$ cat src/rtl/pc_branch_unit.sv
// pc_branch_unit: program counter with conditional branch resolution, a RUN/HALT
// state machine and saturating branch statistics counters.
module pc_branch_unit #(
  parameter int unsigned WIDTH    = 16,
  parameter int unsigned OFFSET_W = 9,
  parameter int unsigned INC      = 2,
  parameter int unsigned SHIFT    = 1,
  parameter int unsigned RESET_PC = 0,
  parameter int unsigned CNT_W    = 16
) (
  input  logic                clk,
  input  logic                rst,
  input  logic                stall,
  input  logic                br_valid,
  input  logic                br_reg,
  input  logic [2:0]          cond,
  input  logic [OFFSET_W-1:0] offset,
  input  logic [2:0]          flags,
  input  logic [WIDTH-1:0]    rs_val,
  input  logic                halt,
  output logic [WIDTH-1:0]    pc,
  output logic [WIDTH-1:0]    pc_seq,
  output logic                taken,
  output logic                flush,
  output logic                halted,
  output logic [CNT_W-1:0]    br_cnt,
  output logic [CNT_W-1:0]    taken_cnt
);

  typedef enum logic {
    StRun,
    StHalt
  } state_t;

  state_t           r_state;
  state_t           w_state_nxt;
  logic [WIDTH-1:0] r_pc;
  logic [WIDTH-1:0] w_pc_nxt;
  logic             r_flush;
  logic [CNT_W-1:0] r_br_cnt;
  logic [CNT_W-1:0] r_taken_cnt;

  logic             w_flag_n;
  logic             w_flag_v;
  logic             w_flag_z;
  logic             w_cond_true;
  logic [WIDTH-1:0] w_pc_seq;
  logic [WIDTH-1:0] w_off_ext;
  logic [WIDTH-1:0] w_rel_target;
  logic [WIDTH-1:0] w_target;
  logic             w_br_accept;
  logic             w_taken;

  assign w_flag_n = flags[2];
  assign w_flag_v = flags[1];
  assign w_flag_z = flags[0];

  // Sequential address and PC-relative target; both wrap silently modulo 2^WIDTH.
  assign w_pc_seq     = r_pc + WIDTH'(INC);
  assign w_off_ext    = WIDTH'($signed(offset));
  assign w_rel_target = w_pc_seq + (w_off_ext << SHIFT);
  assign w_target     = br_reg ? rs_val : w_rel_target;

  // Decode the branch condition code against the {N,V,Z} flags.
  always_comb begin
    w_cond_true = 1'b0;
    case (cond)
      3'b000:  w_cond_true = !w_flag_z;
      3'b001:  w_cond_true = w_flag_z;
      3'b010:  w_cond_true = !w_flag_z && !w_flag_n;
      3'b011:  w_cond_true = w_flag_n;
      3'b100:  w_cond_true = w_flag_z || (!w_flag_z && !w_flag_n);
      3'b101:  w_cond_true = w_flag_z || w_flag_n;
      3'b110:  w_cond_true = w_flag_v;
      default: w_cond_true = 1'b1;
    endcase
  end

  // Next state, next PC and branch acceptance; halt outranks a simultaneous branch.
  always_comb begin
    w_state_nxt = r_state;
    w_pc_nxt    = r_pc;
    w_br_accept = 1'b0;
    w_taken     = 1'b0;
    case (r_state)
      StRun: begin
        if (!stall) begin
          if (halt) begin
            w_state_nxt = StHalt;
          end else if (br_valid) begin
            w_br_accept = 1'b1;
            if (w_cond_true) begin
              w_taken  = 1'b1;
              w_pc_nxt = w_target;
            end else begin
              w_pc_nxt = w_pc_seq;
            end
          end else begin
            w_pc_nxt = w_pc_seq;
          end
        end
      end
      StHalt: begin
        // Everything frozen; only reset leaves this state.
        w_state_nxt = StHalt;
      end
      default: begin
        w_state_nxt = StRun;
      end
    endcase
  end

  // State register with asynchronous reset back to RUN.
  always_ff @(posedge clk or posedge rst) begin
    if (rst) begin
      r_state <= StRun;
    end else begin
      r_state <= w_state_nxt;
    end
  end

  // PC register and the one-cycle flush pulse that follows a taken branch.
  always_ff @(posedge clk or posedge rst) begin
    if (rst) begin
      r_pc    <= WIDTH'(RESET_PC);
      r_flush <= 1'b0;
    end else begin
      r_pc    <= w_pc_nxt;
      r_flush <= w_taken;
    end
  end

  // Saturating statistics counters for accepted and taken branches.
  always_ff @(posedge clk or posedge rst) begin
    if (rst) begin
      r_br_cnt    <= '0;
      r_taken_cnt <= '0;
    end else begin
      if (w_br_accept && (r_br_cnt != '1)) begin
        r_br_cnt <= r_br_cnt + CNT_W'(1);
      end
      if (w_taken && (r_taken_cnt != '1)) begin
        r_taken_cnt <= r_taken_cnt + CNT_W'(1);
      end
    end
  end

  assign pc        = r_pc;
  assign pc_seq    = w_pc_seq;
  assign taken     = w_taken;
  assign flush     = r_flush;
  assign halted    = (r_state == StHalt);
  assign br_cnt    = r_br_cnt;
  assign taken_cnt = r_taken_cnt;

endmodule
$ cat config.mk
export PLATFORM = sky130hd
export DESIGN_NAME = pc_branch_unit
export DESIGN_NICKNAME = d
export VERILOG_FILES = /design/src/rtl/pc_branch_unit.sv
export SDC_FILE = /design/constraint.sdc
export NUM_CORES = 1
export LEC_CHECK = 0
export CORE_UTILIZATION = 35
export DETAILED_ROUTE_END_ITERATION = 10
export GPL_TIMING_DRIVEN = 0
export PLACE_DENSITY = 0.6
export SYNTH_ARGS = -nofsm -noshare
export SYNTH_HDL_FRONTEND = slang
export SYNTH_SLANG_ARGS = --single-unit
$ cat constraint.sdc
create_clock -name clk -period 3.85 [get_ports clk]
set_clock_uncertainty 0.1 [all_clocks]
set_input_delay 0.77 -clock clk [delete_from_list [all_inputs] [get_ports clk]]
set_output_delay 0.77 -clock clk [all_outputs]
set_load 0.03 [all_outputs]
==> ci_impl_report.md <==
## Implementation flow summary

| Metric | Value |
|---|---|
| Final Instance Area | `4800 µm²` |
| Vias/cell | `5.20` |
| WP depth | `6` |
| # clock sinks | `50` |
| Setup WS post-layout | `0.232 ns` |
| Gr ovfl total | `0` |
| Nonclk inv count | `10` |
| Bufs w/o clock | `112` |
| Seq power | `0.618 mW` |
| Max cap viols | `0` |
| Post-synth seq share | `35.9%` |
| Met1 Resource Use GR | `25.6%` |
| Logic area | `2150 µm²` |
| Reg area | `1250 µm²` |
| Post-route insts no fill | `~630` |
| Sequential share of power | `36.6%` |
| Syn nets | `between 400 and 500` |
| Worst setup path end | `pc_seq[9]` |
| Basic Gates by Area | `between 20% and 30%` |
| Crit path from | `pc[1]` |
| Vias in the first global route | `3,003` |
| Initial antenna violation count | `0` |
| Yosys warning total | `0` |
| Biggest area cells | `dfrtp_1 (36%), xnor2_1 (7.5%), ha_1 (7.2%)` |
| Vias | `3,291` |
| Startpoint Class | `register` |
| Share of cells above drive strength 1 | `5.60%` |
| Comb gates | `320` |
| Outcome | `finished clean` |
| Adder Area Share | `7.76%` |
| Maximum vdd drop | `0.141 mV` |
| Rel. slew slack | `56.4%` |
| Top sig layer | `met4` |
| Final wirelength | `9390 µm` |
| Final Max Tran Viols | `0` |
| Worst-path clk slew | `0.10 ns` |
| Critical Path Fanout Max | `6` |
| Clk cell area share | `2.03%` |
| Top cell excl fill/tap | `clkdlybuf4s50_1` |
| Top cells by count | `dfrtp_1 (50), nand2_1 (44), nor2_1 (31)` |
| Sw frac | `39.8%` |
| Critical Path AT | `2.75 ns` |
| Worst Path Buf+Inv | `1` |
| Top Layout Cells | `clkdlybuf4s50_1 (99), dfrtp_1 (50), nand2_1 (44)` |
| Final hold viol count | `0` |
| Leading area contributor after synthesis | `dfrtp_1` |
| Fillers | `960` |
| Hold-fix buffers, CTS | `0` |
| Longest Clk Path Bufs | `2` |
Fig. 1: cells by drive strength
Drawn at 4 px/µm.
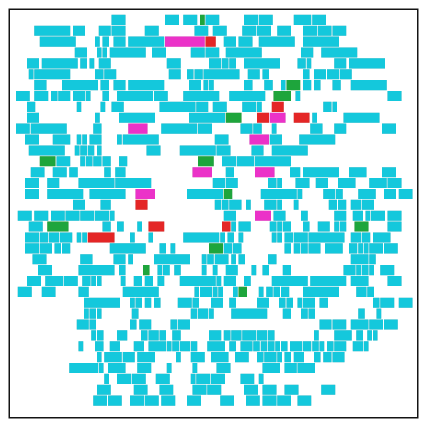
x3 and x4: in red, cells 8. x6 and larger: in magenta, cells 8. x1 and smaller: in cyan, cells 472. x2: in green, cells 12.

Fig. 2: metal 2
Drawn at 3 px/µm.
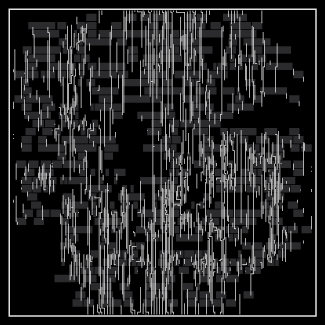
The wires run mostly vertical. The layer holds 48% of the routed length. 492 nets have wire on it. The longest straight run is 59.2 µm.

Fig. 3: metal 3
Drawn at 3 px/µm.
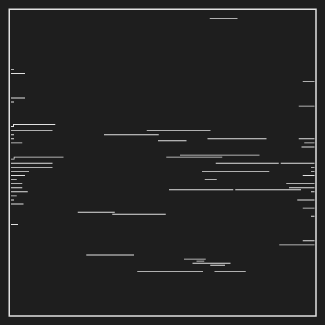
58 nets have wire on it. The wires run mostly horizontal. The longest straight run is 26.2 µm. The layer carries 514 µm of wire. The layer holds 5.5% of the routed length.

Fig. 4: congestion heat map
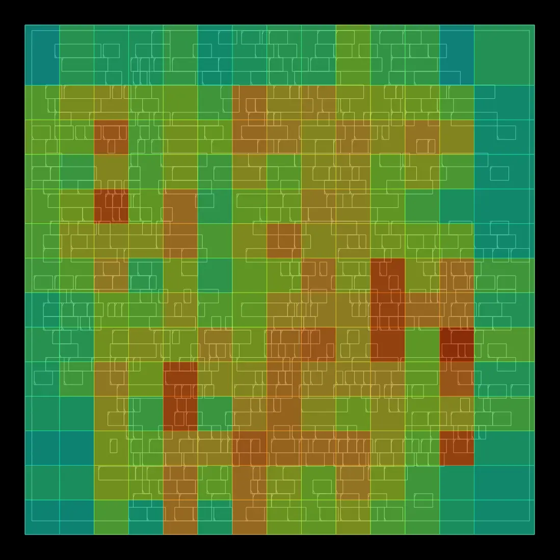
grt met3 use: 2.35%
wire length per cell: 14.8 µm
gr usage total: 18.1%

Power figures rest on the tool's default switching activity, not on a simulated workload.
